Fig. 1: run 1, signal wires on met1
The bar under the picture is 10 um long. Supply wires on this layer in gray.
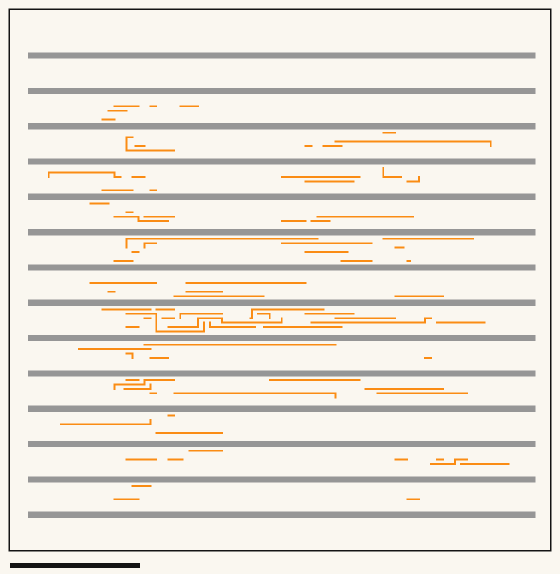
Fig. 2: run 1, M2 wires
The bar under the picture is 10 um long.
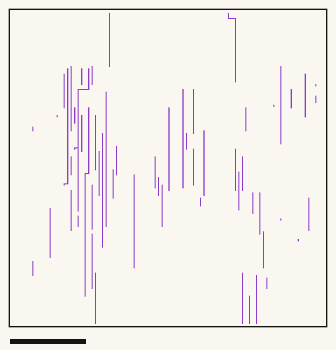
Fig. 3: run 1, met3 routing
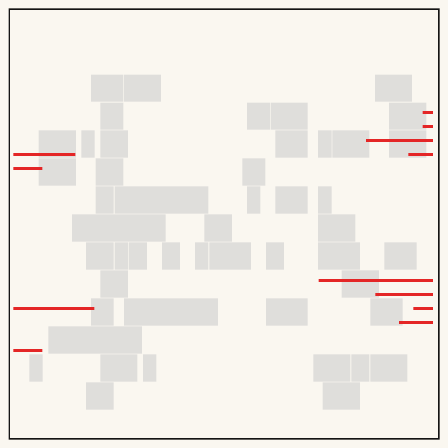
Fig. 4: run 1, clock distribution
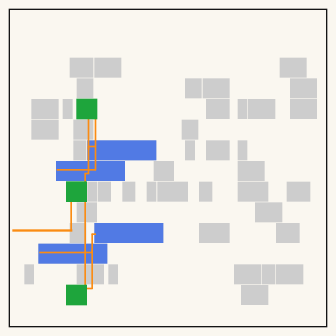
--- src/rtl/mult_pkg.sv ---
// Shared types and constants for the repeated-addition multiplier controller.
package mult_pkg;

    localparam int MULT_N = 3;

    typedef enum logic [2:0] {
        S_IDLE  = 3'd0,
        S_CLEAR = 3'd1,
        S_ADD   = 3'd2,
        S_INC   = 3'd3,
        S_STORE = 3'd4,
        S_DONE  = 3'd5
    } mult_state_t;

    localparam logic [1:0] ALU_ADD = 2'b00;
    localparam logic [1:0] ALU_INC = 2'b01;
    localparam logic [1:0] ALU_CLR = 2'b10;

    localparam logic SEL1_R1 = 1'b0;
    localparam logic SEL1_A  = 1'b1;
    localparam logic SEL2_A  = 1'b0;
    localparam logic SEL2_R2 = 1'b1;

    // ABORT is honoured only while an operation is in flight and not yet finishing
    function automatic logic abortable(input mult_state_t st);
        return (st != S_IDLE) && (st != S_DONE);
    endfunction

endpackage

--- src/rtl/mult_controller_if.sv ---
// Control/status bundle between mult_controller and the multiplier datapath.
// ABORT exists only when MULT_CTRL_ABORT_EN is defined.
interface mult_controller_if #(parameter int N = 3) ();
    logic         START;
    logic [N-1:0] B;
    logic         R2_LT_B_1;
`ifdef MULT_CTRL_ABORT_EN
    logic         ABORT;
`endif
    logic         MUX_IN1_CONT;
    logic         MUX_IN2_CONT;
    logic [1:0]   ALU_CONT;
    logic         LOAD_A_REG;
    logic         LOAD_B_REG;
    logic         LOAD_R1_REG;
    logic         LOAD_R2_REG;
    logic         LOAD_F_REG;
    logic         BUSY;
    logic         DONE;

    modport slave (
        input  START,
        input  B,
        input  R2_LT_B_1,
`ifdef MULT_CTRL_ABORT_EN
        input  ABORT,
`endif
        output MUX_IN1_CONT,
        output MUX_IN2_CONT,
        output ALU_CONT,
        output LOAD_A_REG,
        output LOAD_B_REG,
        output LOAD_R1_REG,
        output LOAD_R2_REG,
        output LOAD_F_REG,
        output BUSY,
        output DONE
    );

    modport master (
        output START,
        output B,
        output R2_LT_B_1,
`ifdef MULT_CTRL_ABORT_EN
        output ABORT,
`endif
        input  MUX_IN1_CONT,
        input  MUX_IN2_CONT,
        input  ALU_CONT,
        input  LOAD_A_REG,
        input  LOAD_B_REG,
        input  LOAD_R1_REG,
        input  LOAD_R2_REG,
        input  LOAD_F_REG,
        input  BUSY,
        input  DONE
    );
endinterface

--- src/rtl/mult_controller.sv ---
// Sequencer for the 3-bit repeated-addition multiplier datapath.
// Optional ABORT input enabled by defining MULT_CTRL_ABORT_EN.
module mult_controller
    import mult_pkg::*;
#(
    parameter int N = MULT_N
) (
    input  logic              SYS_CLOCK,
    input  logic              SYS_RESET,
    mult_controller_if.slave  bus
);

    mult_state_t state_r;
    mult_state_t next_state_s;
    logic        b_zero_r;
    logic        capture_s;
    logic        abort_s;
    logic        b_is_zero_s;

    logic        mux1_s;
    logic        mux2_s;
    logic [1:0]  alu_s;
    logic        load_a_s;
    logic        load_b_s;
    logic        load_r1_s;
    logic        load_r2_s;
    logic        load_f_s;
    logic        busy_s;
    logic        done_s;

`ifdef MULT_CTRL_ABORT_EN
    assign abort_s = bus.ABORT;
`else
    assign abort_s = 1'b0;
`endif

    // The datapath's B-1 wraps for B=0, so a zero multiplier bypasses the add loop
    assign b_is_zero_s = (bus.B == {N{1'b0}});

    // State register
    always_ff @(posedge SYS_CLOCK or posedge SYS_RESET) begin
        if (SYS_RESET) begin
            state_r <= S_IDLE;
        end else begin
            state_r <= next_state_s;
        end
    end

    // Zero-multiplier flag, captured together with the operands
    always_ff @(posedge SYS_CLOCK or posedge SYS_RESET) begin
        if (SYS_RESET) begin
            b_zero_r <= 1'b0;
        end else if (capture_s) begin
            b_zero_r <= b_is_zero_s;
        end else begin
            b_zero_r <= b_zero_r;
        end
    end

    // Next-state and output decode
    always_comb begin
        next_state_s = state_r;
        capture_s    = 1'b0;
        mux1_s       = SEL1_R1;
        mux2_s       = SEL2_A;
        alu_s        = ALU_CLR;
        load_a_s     = 1'b0;
        load_b_s     = 1'b0;
        load_r1_s    = 1'b0;
        load_r2_s    = 1'b0;
        load_f_s     = 1'b0;
        busy_s       = (state_r != S_IDLE);
        done_s       = 1'b0;

        case (state_r)
            S_IDLE: begin
                if (bus.START && !abort_s) begin
                    load_a_s     = 1'b1;
                    load_b_s     = 1'b1;
                    capture_s    = 1'b1;
                    next_state_s = S_CLEAR;
                end else begin
                    next_state_s = S_IDLE;
                end
            end
            S_CLEAR: begin
                load_r1_s = 1'b1;
                load_r2_s = 1'b1;
                if (b_zero_r) begin
                    next_state_s = S_STORE;
                end else begin
                    next_state_s = S_ADD;
                end
            end
            S_ADD: begin
                mux1_s    = SEL1_R1;
                mux2_s    = SEL2_A;
                alu_s     = ALU_ADD;
                load_r1_s = 1'b1;
                if (bus.R2_LT_B_1) begin
                    next_state_s = S_INC;
                end else begin
                    next_state_s = S_STORE;
                end
            end
            S_INC: begin
                mux2_s       = SEL2_R2;
                alu_s        = ALU_INC;
                load_r2_s    = 1'b1;
                next_state_s = S_ADD;
            end
            S_STORE: begin
                load_f_s     = 1'b1;
                next_state_s = S_DONE;
            end
            S_DONE: begin
                done_s       = 1'b1;
                next_state_s = S_IDLE;
            end
            default: begin
                next_state_s = S_IDLE;
            end
        endcase

        // Abort overrides everything above: drop to IDLE without touching datapath registers
        if (abort_s && abortable(state_r)) begin
            load_r1_s    = 1'b0;
            load_r2_s    = 1'b0;
            load_f_s     = 1'b0;
            next_state_s = S_IDLE;
        end else begin
            next_state_s = next_state_s;
        end
    end

    assign bus.MUX_IN1_CONT = mux1_s;
    assign bus.MUX_IN2_CONT = mux2_s;
    assign bus.ALU_CONT     = alu_s;
    assign bus.LOAD_A_REG   = load_a_s;
    assign bus.LOAD_B_REG   = load_b_s;
    assign bus.LOAD_R1_REG  = load_r1_s;
    assign bus.LOAD_R2_REG  = load_r2_s;
    assign bus.LOAD_F_REG   = load_f_s;
    assign bus.BUSY         = busy_s;
    assign bus.DONE         = done_s;

endmodule
--- src/flat_wrapper.sv ---
// flat-port wrapper written by rule: the top's interface ports become plain ports
module mult_controller_flat import mult_pkg::*;
#(
    parameter int N = MULT_N
)
  (SYS_CLOCK, SYS_RESET, bus_START, bus_B, bus_R2_LT_B_1, bus_MUX_IN1_CONT, bus_MUX_IN2_CONT, bus_ALU_CONT, bus_LOAD_A_REG, bus_LOAD_B_REG, bus_LOAD_R1_REG, bus_LOAD_R2_REG, bus_LOAD_F_REG, bus_BUSY, bus_DONE);
  mult_controller_if #(.N(N)) bus_i ();
  input  logic SYS_CLOCK;
  input  logic SYS_RESET;
  input wire logic [$bits(bus_i.START)-1:0] bus_START;
  input wire logic [$bits(bus_i.B)-1:0] bus_B;
  input wire logic [$bits(bus_i.R2_LT_B_1)-1:0] bus_R2_LT_B_1;
  output wire logic [$bits(bus_i.MUX_IN1_CONT)-1:0] bus_MUX_IN1_CONT;
  output wire logic [$bits(bus_i.MUX_IN2_CONT)-1:0] bus_MUX_IN2_CONT;
  output wire logic [$bits(bus_i.ALU_CONT)-1:0] bus_ALU_CONT;
  output wire logic [$bits(bus_i.LOAD_A_REG)-1:0] bus_LOAD_A_REG;
  output wire logic [$bits(bus_i.LOAD_B_REG)-1:0] bus_LOAD_B_REG;
  output wire logic [$bits(bus_i.LOAD_R1_REG)-1:0] bus_LOAD_R1_REG;
  output wire logic [$bits(bus_i.LOAD_R2_REG)-1:0] bus_LOAD_R2_REG;
  output wire logic [$bits(bus_i.LOAD_F_REG)-1:0] bus_LOAD_F_REG;
  output wire logic [$bits(bus_i.BUSY)-1:0] bus_BUSY;
  output wire logic [$bits(bus_i.DONE)-1:0] bus_DONE;
  assign bus_i.START = bus_START;
  assign bus_i.B = bus_B;
  assign bus_i.R2_LT_B_1 = bus_R2_LT_B_1;
  assign bus_MUX_IN1_CONT = bus_i.MUX_IN1_CONT;
  assign bus_MUX_IN2_CONT = bus_i.MUX_IN2_CONT;
  assign bus_ALU_CONT = bus_i.ALU_CONT;
  assign bus_LOAD_A_REG = bus_i.LOAD_A_REG;
  assign bus_LOAD_B_REG = bus_i.LOAD_B_REG;
  assign bus_LOAD_R1_REG = bus_i.LOAD_R1_REG;
  assign bus_LOAD_R2_REG = bus_i.LOAD_R2_REG;
  assign bus_LOAD_F_REG = bus_i.LOAD_F_REG;
  assign bus_BUSY = bus_i.BUSY;
  assign bus_DONE = bus_i.DONE;
  mult_controller #(.N(N)) u_core (.SYS_CLOCK(SYS_CLOCK), .SYS_RESET(SYS_RESET), .bus(bus_i));
endmodule
--- config.mk ---
export PLATFORM = sky130hd
export DESIGN_NAME = mult_controller_flat
export DESIGN_NICKNAME = d
export VERILOG_FILES = /design/src/rtl/mult_pkg.sv /design/src/rtl/mult_controller_if.sv /design/src/rtl/mult_controller.sv /design/src/flat_wrapper.sv
export SDC_FILE = /design/constraint.sdc
export NUM_CORES = 1
export LEC_CHECK = 0
export CELL_PAD_IN_SITES_DETAIL_PLACEMENT = 0
export CELL_PAD_IN_SITES_GLOBAL_PLACEMENT = 2
export CORE_MARGIN = 1
export CORE_UTILIZATION = 19
export DETAILED_ROUTE_END_ITERATION = 8
export PLACE_DENSITY_LB_ADDON = 0.1
export SYNTH_ARGS = -nofsm -noshare
export SYNTH_HDL_FRONTEND = slang
export SYNTH_SLANG_ARGS = --single-unit
--- constraint.sdc ---
create_clock -name SYS_CLOCK -period 2.15 [get_ports SYS_CLOCK]
set_input_delay 0.3225 -clock SYS_CLOCK [delete_from_list [all_inputs] [get_ports SYS_CLOCK]]
set_output_delay 0.3225 -clock SYS_CLOCK [all_outputs]
set_load 0.02 [all_outputs]
==> GITHUB_STEP_SUMMARY, run 1 <==
## Synthesis and layout report

| Metric | Value |
|---|---|
| Layout cell share with drive strength beyond 1 | 0.122 |
| DR top layer | met3 |
| Inverters | 3 |
| Worst-path maximum fanout | 8 |
| Seq area share | 0.217 |
| Vias in the first global route | 305 |
| Most used logic cell in the final layout | clkdlybuf4s50_1 |
| Combinational power | 0.447 mW |
| Status | finished, final reports clean |
| Syn_area_per_cell | 8.51 um^2 |
| # IOs | 18 |
| Crit. path cell count | 3 |
| Layout Cells excl Fill | 64 |
| Core area | 0.00138 mm^2 |
| Pre-antenna DRT Iters | 2 |
| Count of plain and timing-repair buffers in the layout | 17 |
| Filler cells | 156 |
| Period minus WS final | 2.04 ns |
| R2R cell count | 3 |
| GRT Resource Usage Total | 0.0918 |
| Combinational power share | 0.645 |
| Critical Path RT | 1.83 ns |
| Largest class | non-clock buffers |
| Area Overhead vs Synth | 55.0% |
| Max clock buf depth | 2 |
| Worst r2r src | u_core.state_r[0]$_DFF_PP0_ |
| Pint | 0.396 mW |
| Registers | 4 |
| Post-synth EDFFs | 0 |
| Die Height | 41.6 um |
| Mapped Nets | 42 |
| Met3 routed WL | 48 um |
| DRC | 0 |
| Comb gates | 22 |
| Final Wtd Congestion | 0.687 |
| First-pass GRT wire length | 1200 um |
| Worst R2R Setup Slack | 0.70 ns |
| CP max stage cell | clkdlybuf4s50_1 |
| WL met1 | 298 um |
| Adder Share, Synth | 0 |
| Crit path to | bus_MUX_IN2_CONT |
| Maximum clock frequency | 491 MHz |
| Gate Area | 144 um^2 |
| Signal buffers share of area | 0.358 |
| Reg2reg end | u_core.b_zero_r$_DFFE_PP0P_ |
| Yosys top cell area share | 0.336 |
Notes on Fig. 1 above:
nets with wire on the layer: 42
share of all routed wire: 44%
longest straight run: 14.7 um
wire length on this layer: 299 um
met1 Usage GRT: 0.0904
Final Routed Wirelength: 683 um
Vias: 270

Notes on Fig. 2 above:
nets with wire on the layer: 46
main direction: vertical
met2 global-route usage: 0.153

Notes on Fig. 3 above:
wire length on this layer: 48.8 um
longest straight run: 10.8 um
share of all routed wire: 7.1%
main direction: horizontal
GR Layer Usage met3: 0.0174

Notes on Fig. 4 above:
[flip-flops] blue | count: 4
[clock drivers] green | count: 3
[clock wires] orange | length: 72.0 um
routed clock nets: 4
clock skew: 0.000398 ns
Clk. pwr: 0.0917 mW
Insertion Delay late pin: 0.23 ns
clock share of power: 0.132

==> run 1 -> run 2 <==
--- a/config.mk
+++ b/config.mk
@@ -5,11 +5,14 @@
 export SDC_FILE = /design/constraint.sdc
 export NUM_CORES = 1
 export LEC_CHECK = 0
+export ABC_AREA = 1
 export CELL_PAD_IN_SITES_DETAIL_PLACEMENT = 0
 export CELL_PAD_IN_SITES_GLOBAL_PLACEMENT = 2
 export CORE_MARGIN = 1
-export CORE_UTILIZATION = 19
+export CORE_UTILIZATION = 17
+export CTS_CLUSTER_SIZE = 40
 export DETAILED_ROUTE_END_ITERATION = 8
+export HOLD_SLACK_MARGIN = 0.1
 export PLACE_DENSITY_LB_ADDON = 0.1
 export SYNTH_ARGS = -nofsm -noshare
 export SYNTH_HDL_FRONTEND = slang
Fig. 5: run 2, routing congestion map
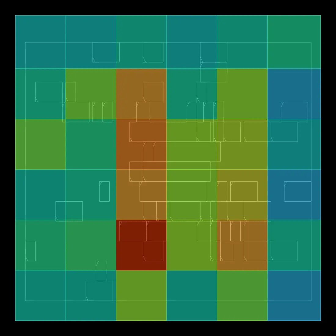
GR Layer Usage met3: 0.0261
met1 Usage GRT: 0.0765
wire length per cell: 8.71 um

==> GITHUB_STEP_SUMMARY, run 2 <==
## Synthesis and layout report

| Metric | Value |
|---|---|
| Status | finished, final reports clean |
| Layout cell share with drive strength beyond 1 | 0.170 |
| Yosys top cell area share | 0.372 |
| R2R cell count | 4 |
| Worst R2R Setup Slack | 1.19 ns |
| Registers | 4 |
| Most used logic cell in the final layout | clkdlybuf4s50_1 |
| Layout Cells excl Fill | 68 |
| Maximum clock frequency | 512 MHz |
| Worst r2r src | u_core.state_r[0]$_DFF_PP0_ |
| Seq area share | 0.223 |
| WL met1 | 252 um |
| Comb gates | 22 |
| First-pass GRT wire length | 952 um |
| Syn_area_per_cell | 7.27 um^2 |
| Combinational power | 0.421 mW |
| Max clock buf depth | 2 |
| Reg2reg end | u_core.b_zero_r$_DFFE_PP0P_ |
| Worst-path maximum fanout | 4 |
| CP max stage cell | clkdlybuf4s50_1 |
| Core area | 0.00138 mm^2 |
| Signal buffers share of area | 0.358 |
==> run 2 -> run 3 <==
--- a/config.mk
+++ b/config.mk
@@ -10,10 +10,11 @@
 export CELL_PAD_IN_SITES_GLOBAL_PLACEMENT = 2
 export CORE_MARGIN = 1
 export CORE_UTILIZATION = 17
+export CTS_BUF_LIST = sky130_fd_sc_hd__clkbuf_4 sky130_fd_sc_hd__clkbuf_8 sky130_fd_sc_hd__clkbuf_16
 export CTS_CLUSTER_SIZE = 40
 export DETAILED_ROUTE_END_ITERATION = 8
 export HOLD_SLACK_MARGIN = 0.1
-export PLACE_DENSITY_LB_ADDON = 0.1
+export PLACE_DENSITY = 0.88
 export SYNTH_ARGS = -nofsm -noshare
 export SYNTH_HDL_FRONTEND = slang
 export SYNTH_SLANG_ARGS = --single-unit
Fig. 6: run 3, met3 routing
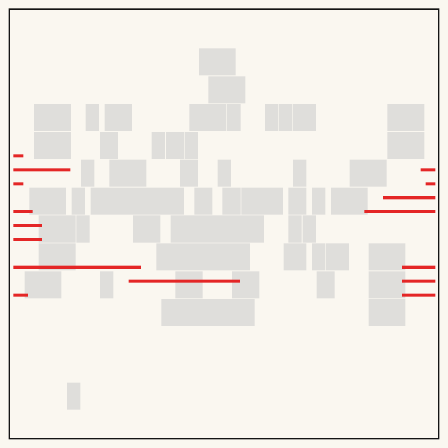
nets with wire on the layer: 16
wire length on this layer: 59.4 um
main direction: horizontal
share of all routed wire: 9.8%
GR Layer Usage met3: 0.0391
Vias: 277

==> GITHUB_STEP_SUMMARY, run 3 <==
## Synthesis and layout report

| Metric | Value |
|---|---|
| Status | finished, final reports clean |
| Filler cells | 159 |
| Reg2reg end | u_core.b_zero_r$_DFFE_PP0P_ |
| First-pass GRT wire length | 1050 um |
| Worst r2r src | u_core.state_r[0]$_DFF_PP0_ |
| Layout cell share with drive strength beyond 1 | 0.170 |
| Post-synth EDFFs | 0 |
| Signal buffers share of area | 0.358 |
| Final Routed Wirelength | 605 um |
| Synth Cell Area | 269 um^2 |
| WL met1 | 272 um |
| Syn_area_per_cell | 7.27 um^2 |
| Gate Area | 116 um^2 |
| Crit. path cell count | 4 |
| Seq area share | 0.223 |
| Comb gates | 22 |
| Crit path to | bus_LOAD_A_REG |
| Combinational power | 0.424 mW |
| Wire length per cell | 8.90 um |
| Clk. pwr | 0.0951 mW |
| Most used logic cell in the final layout | clkdlybuf4s50_1 |
| R2R cell count | 4 |
| Area Overhead vs Synth | 66.5% |
| # IOs | 18 |
| Pre-antenna DRT Iters | 4 |
| Period minus WS final | 1.96 ns |
| Layout Cells excl Fill | 68 |
| Core area | 0.00138 mm^2 |
| DR top layer | met3 |
| Adder Share, Synth | 0 |
| Registers | 4 |
| Met2 global-route usage | 0.119 |
| Insertion Delay late pin | 0.23 ns |
| GRT Resource Usage Total | 0.0798 |
| Worst R2R Setup Slack | 1.19 ns |
| CP max stage cell | clkdlybuf4s50_1 |
| Die Height | 41.8 um |
| Worst-path maximum fanout | 4 |
| Combinational power share | 0.631 |
| Pint | 0.363 mW |
| Count of plain and timing-repair buffers in the layout | 16 |
| Yosys top cell area share | 0.372 |
| Met3 routed WL | 59 um |
| Final Wtd Congestion | 0.756 |
| Met1 Usage GRT | 0.0947 |
| Vias in the first global route | 278 |
Power and IR drop assume default switching activity.
